Fig. 1: run 1, cell sizes after repair
Bar = 20 um.
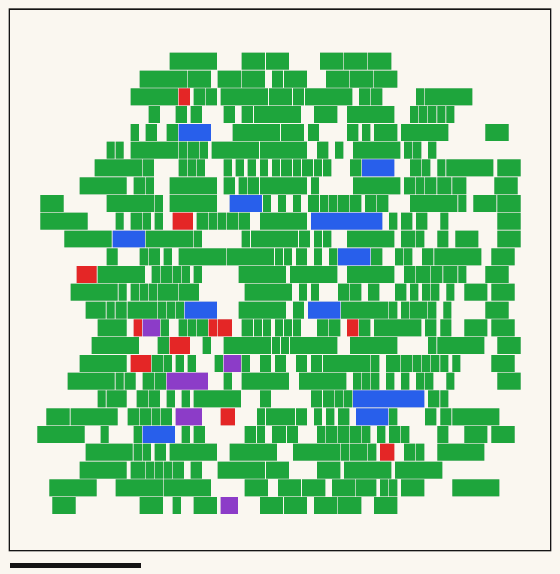
Fig. 2: run 1, register map, names as in the netlist
Bar = 20 um. Other sequential cells in the stronger gray, the rest of the logic in the fainter gray.
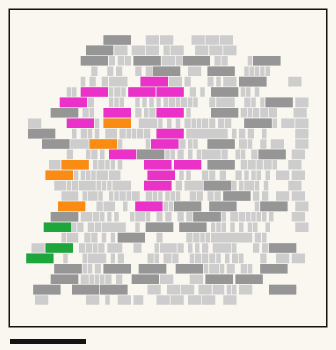
Fig. 3: run 1, routing congestion map
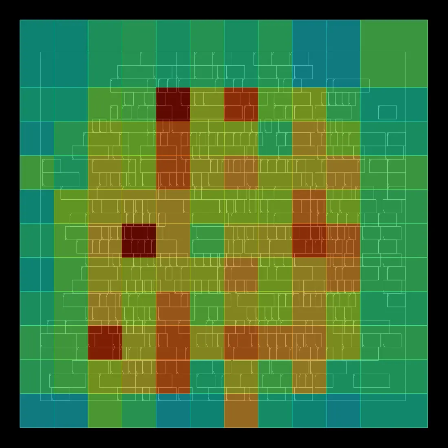
File: src/rtl/dac_frame_receiver.sv
// Receive side of the three-wire DAC link: oversamples sclk/sync/mosi in the clk
// domain and rebuilds each frame into a word with decoded AD5621-style fields.
module dac_frame_receiver #(
  parameter int WORD_BITS   = 16,
  parameter bit SAMPLE_FALL = 1'b1
) (
  input  logic                 clk,
  input  logic                 rst,
  input  logic                 sclk,
  input  logic                 sync,
  input  logic                 mosi,
  output logic [WORD_BITS-1:0] word,
  output logic                 word_valid,
  output logic [1:0]           pd_mode,
  output logic [11:0]          dac_code,
  output logic                 frame_err,
  output logic                 busy,
  output logic [15:0]          word_count
);

  localparam int CW = $clog2(WORD_BITS + 1);

  typedef enum logic [1:0] {WAIT_HIGH, IDLE, SHIFT, DONE} state_t;

  // [0],[1] synchronizer, [2] history; left free-running so reset never fakes an edge
  logic [2:0] sclk_p, sync_p, mosi_p;

  always_ff @(posedge clk) begin
    sclk_p <= {sclk_p[1:0], sclk};
    sync_p <= {sync_p[1:0], sync};
    mosi_p <= {mosi_p[1:0], mosi};
  end

  logic samp, sync_fall, sync_rise;

  always_comb begin
    samp      = SAMPLE_FALL ? (sclk_p[2] & ~sclk_p[1]) : (~sclk_p[2] & sclk_p[1]);
    sync_fall = sync_p[2] & ~sync_p[1];
    sync_rise = ~sync_p[2] & sync_p[1];
  end

  state_t                 state;
  logic [WORD_BITS-1:0]   sh;
  logic [CW-1:0]          cnt;
  logic                   ovr;

  always_ff @(posedge clk) begin
    if (rst) begin
      state      <= WAIT_HIGH;
      sh         <= '0;
      cnt        <= '0;
      ovr        <= 1'b0;
      word       <= '0;
      pd_mode    <= '0;
      dac_code   <= '0;
      word_valid <= 1'b0;
      frame_err  <= 1'b0;
      busy       <= 1'b0;
      word_count <= '0;
    end else begin
      word_valid <= 1'b0;
      frame_err  <= 1'b0;
      case (state)
        WAIT_HIGH: if (sync_p[1]) state <= IDLE;
        IDLE: if (sync_fall) begin
          sh    <= '0;
          cnt   <= '0;
          ovr   <= 1'b0;
          busy  <= 1'b1;
          state <= SHIFT;
        end
        SHIFT: begin
          // all edges are in, so a sync rise now still delivers the word
          if (cnt == CW'(WORD_BITS)) begin
            word       <= sh;
            pd_mode    <= sh[WORD_BITS-1 -: 2];
            dac_code   <= sh[WORD_BITS-3 -: 12];
            word_valid <= 1'b1;
            word_count <= word_count + 16'd1;
            busy       <= ~sync_rise;
            state      <= sync_rise ? IDLE : DONE;
          end else if (sync_rise) begin
            frame_err <= 1'b1;
            busy      <= 1'b0;
            state     <= IDLE;
          end else if (samp) begin
            sh  <= {sh[WORD_BITS-2:0], mosi_p[2]};
            cnt <= cnt + 1'b1;
          end
        end
        DONE: begin
          if (sync_rise) begin
            frame_err <= ovr;
            ovr       <= 1'b0;
            busy      <= 1'b0;
            state     <= IDLE;
          end else if (samp) begin
            ovr <= 1'b1;
          end
        end
        default: state <= WAIT_HIGH;
      endcase
    end
  end

endmodule

File: config.mk
export PLATFORM = sky130hd
export DESIGN_NAME = dac_frame_receiver
export DESIGN_NICKNAME = d
export VERILOG_FILES = /design/src/rtl/dac_frame_receiver.sv
export SDC_FILE = /design/constraint.sdc
export NUM_CORES = 1
export LEC_CHECK = 0
export ABC_AREA = 1
export CAP_MARGIN = 15
export CORE_MARGIN = 4
export CORE_UTILIZATION = 50
export DETAILED_ROUTE_END_ITERATION = 8
export PLACE_DENSITY = 0.8
export SLEW_MARGIN = 5
export SYNTH_ARGS = -nofsm -noshare
export SYNTH_HDL_FRONTEND = slang
export SYNTH_SLANG_ARGS = --single-unit
File: constraint.sdc
create_clock -name clk -period 3.6 [get_ports clk]
set_clock_uncertainty 0.2 [all_clocks]
set_input_delay 0.54 -clock clk [delete_from_list [all_inputs] [get_ports clk]]
set_output_delay 0.54 -clock clk [all_outputs]
set_load 0.01 [all_outputs]
==> results.ini, run 1 <==
[run_status]
status=finished, final reports clean

[timing]
worst_slack_ps=1260
setup_tns_ps=0
fin_hold_ws_ps=128
rsz0062_at_grt=false
worst_slew_pin_slew_ps=740
fmax_ghz=0.427
slew_violations=0
period_used_pct=65.0

[floorplan]
die_x_um=82.7
coreArea_um2=5240
fp-row-count=26
dieHeight_um=82.7

[drt]
via_per_inst=5.04
ant_nets=0
drtPass1Iterations=4
routed_wl_um=5690
first_iter_violations=154
via_count=2411

[cts]
clkTransAtPathRegs_ps=70
clock-root-buffer=clkbuf_8
cts.sink_count=68
htree_levels=3
hold_buffers=0
clockBufferDepth=2
post_cts_buffers=0
cts_buffers=9
cts_tree=done

[placed_design]
routabilityCongestion=0.757
portBuffers=53
post-place-ws_ps=1270
placed_area_um2=3260

[synth]
flop_cell=dfxtp_1
top_cell_area_share_pct=48.9
synth_chip_area_um2=2790
netlist_area_um2=2790
most_common_cell=dfxtp_1
top_area_cell=dfxtp_1
ys_seq_share_pct=48.9
ys_top_cells_by_count=68 x dfxtp_1, 60 x nand2_1, 44 x inv_1
syn_avg_cell_area_um2=7.68
ys_ff=68

[cells_and_area]
mostFrequentLayoutCells=68 x dfxtp_1, 60 x nand2_1, 53 x clkdlybuf4s50_1
final_common_cell=dfxtp_1
fin_area_um2=3460
n_antenna_cell=0
drive_above_1_share_pct=6.62
fin_nets=412

[grt]
grt_pass1_wl_um=9510
antenna_found_initial=0
grt_usage_pct=17.9

[worst_setup_path]
reg2reg_slack_ps=1260
slowest_delay_ps=440
path_max_fanout=39
cp-endpoint=cnt[0]
startpoint=cnt[0]
slowest_stage=nand2_2

[run]
warning_count=27

[pwr]
ir_worst_vdd_mv=0.297
powerDensity_nw_per_um2=453
power_w=0.00157

[min_path]
hp-class=flop to flop

Back to the opening pictures, Fig. 1:
green -> _0 and _1 cells  # cells 381, share 93%
red -> _2 cells  # cells 11, share 2.7%
blue -> _6 and larger  # cells 11, share 2.7%
purple -> _3 and _4 cells  # cells 5, share 1.2%

Back to the opening pictures, Fig. 2:
magenta -> sh  # flops 16
green -> sclk_p  # flops 3
orange -> cnt  # flops 5, where middle left

Back to the opening pictures, Fig. 3:
final design utilization: 66.1%
met1 global-route usage: 20.4%
DR WL/cell: 11.9 um
gr busiest metal: met2

## run 1: how the worst min path moves through the flow
stage,to,slack (ps),cells past startpoint
detailed placement,sync_p[1],110,0
global route,sclk_p[1],130,0
floorplan,mosi_p[1],110,0
finish,sync_p[1],130,0
CTS,sync_p[1],130,0
global placement,sync_p[1],110,0
## run 1: worst max-delay path: cells and delay by family (launching register included)
family / cells / cell delay [ps]
simple gates: 5 / 1060
buf+inv: 4 / 410
flops: 1 / 340
fa+ha+maj: 1 / 140
compound gates: 1 / 50
## run 1: cell families (layout without fill, tap and decap cells)
logic type	count (synthesis)	count (layout)	synth area share (%)
adders and majority gates	3	3	1.35
xor gates and xnor gates	4	4	1.26
and+or+nand+nor	148	148	23.4
DFF	68	68	48.9
AOI/OAI and AO/OA	68	68	13.0
buffers and inverters	72	117	12.2
## run 1: area by class of cell
cell class                 count  area [um2]
clock buffer                  10         128
clock inverter                 5        77.6
fill                         455        1780
inverter                      47         176
multi-input combinational    223        1080
sequential                    68        1360
tap                           70        87.6
timing repair buffer          55         546
## run 1: per-layer routing
layer  vias to the layer above  part of all wire, %  GRT usage (%)  wire, um
met3                        11                  5.3           5.21       304
met1                      1107                   43           20.4      2440
li1                       1232                    -              -         -
met2                        61                   50           31.6      2870
met4                         0                  1.1           6.86        65
met5                         -                    0              0         0
## run 1: registers in the layout (all words and copies together) (netlist names)
name / cells
mosi_p: 3
busy: 1
sh: 16
word_valid: 1
word_count: 16
sync_p: 3
state: 2
ovr: 1
sclk_p: 3
frame_err: 1
cnt: 5
word: 16
## run 1: power by group
group          internal (W)  total, W  switching, W
Sequential         0.000782  0.000799     0.0000165
Combinational     0.0000378  0.000110     0.0000717
Clock              0.000384  0.000661      0.000277
Fig. 4: run 1, placed cells, one color a class
Bar = 20 um.
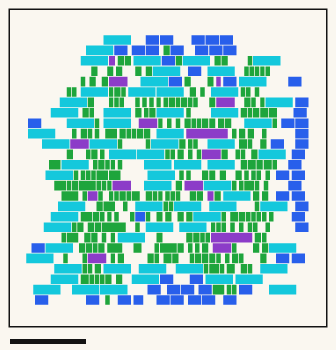

==> run 2: changes to the inputs <==
==> constraint.sdc (replaced) <==
create_clock -name clk -period 2.3 [get_ports clk]
set_clock_uncertainty 0.2 [all_clocks]
set_input_delay 0.345 -clock clk [delete_from_list [all_inputs] [get_ports clk]]
set_output_delay 0.345 -clock clk [all_outputs]
set_load 0.01 [all_outputs]
Fig. 5: run 2, placed cells, one color a class
Bar = 20 um.
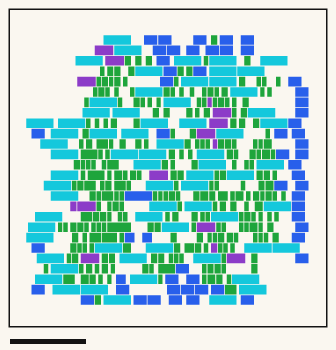
blue -> other buffers and delay cells  # cells 57, share of their area 17%
purple -> clock drivers and dummy loads  # cells 15, share of their area 5.0%
green -> combinational and other logic  # cells 270, share of their area 37%
cyan -> flops  # cells 68, share of their area 40%

Fig. 6: run 2, register map, names as in the netlist
Bar = 20 um. Other sequential cells in the stronger gray, the rest of the logic in the fainter gray.
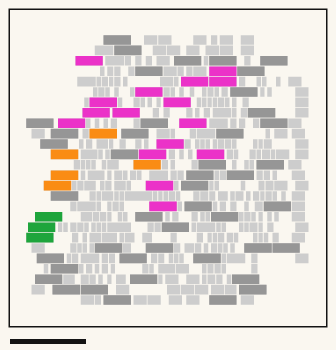
magenta -> sh  # flops 16
green -> sclk_p  # flops 3
orange -> cnt  # flops 5, where middle left
sequential logic power: 0.00125 W
final design utilization: 65.9%
flop share of the area: 39.4%
register area: 1360 um2

==> run 2 against run 1 <==
Flip-flop count did not move; core utilization shrank 0.17 points; combinational power increased by 65%; critical path depth did not move; cell count up 0.42%; via count grew 1.6%; largest cell class unchanged; worst hold slack is essentially flat; sequential share of layout area increased by 0.10 points; synthesized cell count unchanged; fmax up 21%; highest routed layer unchanged.
==> results.ini, run 2 <==
[run_status]
status=finished, final reports clean

[timing]
worst_slew_pin_slew_ps=762
fmax_ghz=0.519
rsz0062_at_grt=false
setup_tns_ps=0
slew_violations=0
fin_hold_ws_ps=128

[worst_setup_path]
slowest_stage=dfxtp_1
cpLargestDelayFamily=simple AND/OR/NAND/NOR gates
reg2reg_slack_ps=370

[cts]
clockBufferDepth=2
hold_buffers=0
htree_levels=3
cts_buffers=9
clock-root-buffer=clkbuf_8

[cells_and_area]
n_antenna_cell=0
fin_nets=414
final_common_cell=dfxtp_1

[drt]
via_count=2450
ant_nets=0
first_iter_violations=183
routed_wl_um=5890
via_per_inst=5.10
drtPass1Iterations=4

[floorplan]
dieHeight_um=82.7
fp-row-count=26

[synth]
ys_seq_share_pct=48.9
ys_ff=68
netlist_area_um2=2790
synth_chip_area_um2=2790
ys_top_cells_by_count=68 x dfxtp_1, 60 x nand2_1, 44 x inv_1
top_cell_area_share_pct=48.9
flop_cell=dfxtp_1

[grt]
antenna_found_initial=0
grt_pass1_wl_um=9660

[pwr]
powerDensity_nw_per_um2=662
ir_worst_vdd_mv=0.422
power_w=0.00229

[min_path]
holdPathStages=0
whs_endpoint=sync_p[1]
hp-class=flop to flop

[placed_design]
portBuffers=53
placed_area_um2=3280
routabilityCongestion=0.797

Fig. 7: run 2, routing congestion map
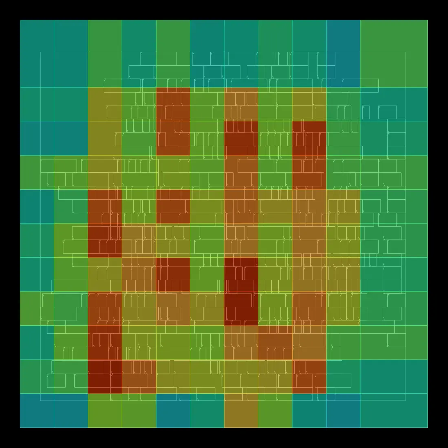
met1 global-route usage: 20.0%
met3 Usage GRT: 3.90%
DR WL/cell: 12.3 um
M2 GR Usage: 33.1%
all-layer global routing usage: 18.6%

==> run 2: logic make-up after synthesis <==
family	share of synthesized area (%)
xor+xnor	1.26
flops	48.9
compound gates	13.0
buf+inv	12.2
simple gates	23.4
fa+ha+maj	1.35
==> run 2: power breakdown <==
| group | switching, W | internal, W | total [W] | leakage, nW |
|---|---|---|---|---|
| clock network | 0.000411 | 0.000442 | 0.000853 | 0.0893 |
| registers | 0.0000273 | 0.00123 | 0.00125 | 0.554 |
| logic | 0.000114 | 0.0000671 | 0.000181 | 0.715 |
==> run 2: area by class of cell <==
cell class	instances	area [um2]	share of cell area, %
flip-flops and latches	68	1360	39.4
multi-input cells	223	1080	31.4
repair buffers	57	573	16.6
inverters	47	176	5.11
clock buffers	13	159	4.60
well taps	70	87.6	2.54
clock inverters	2	10.0	0.290
==> run 2: worst max-delay path by stage <==
stage | cells after the start | from | end | slack (ps)
6_report | 11 | cnt[0] | sh[1] | 370
2_1_floorplan | 12 | cnt[0] | sh[10] | 560
4_1_cts | 11 | cnt[0] | sh[1] | 360
3_5_place_dp | 11 | cnt[0] | sh[1] | 380
3_3_place_gp | 9 | cnt[0] | word_count[15] | 440
5_1_grt | 11 | cnt[0] | sh[1] | 180
==> run 2: metrics by stage <==
stage	util, %	std cells	setup WS (ps)
floorplan	-	363	561
global placement	62.7	465	440
detailed placement	62.7	465	383
CTS	65.9	480	361
global route	65.9	480	182
finish	65.9	480	374
==> run 2: routing by layer <==
layer | part of all wire, % | global-route usage, % | vias to the layer above
li1 | - | - | 1242
met1 | 43 | 20.0 | 1145
met2 | 50 | 33.1 | 53
met3 | 4.8 | 3.90 | 10
met4 | 2.0 | 11.1 | 0
met5 | 0 | 0 | -
Power figures rest on the tool's default switching activity, not on a simulated workload.
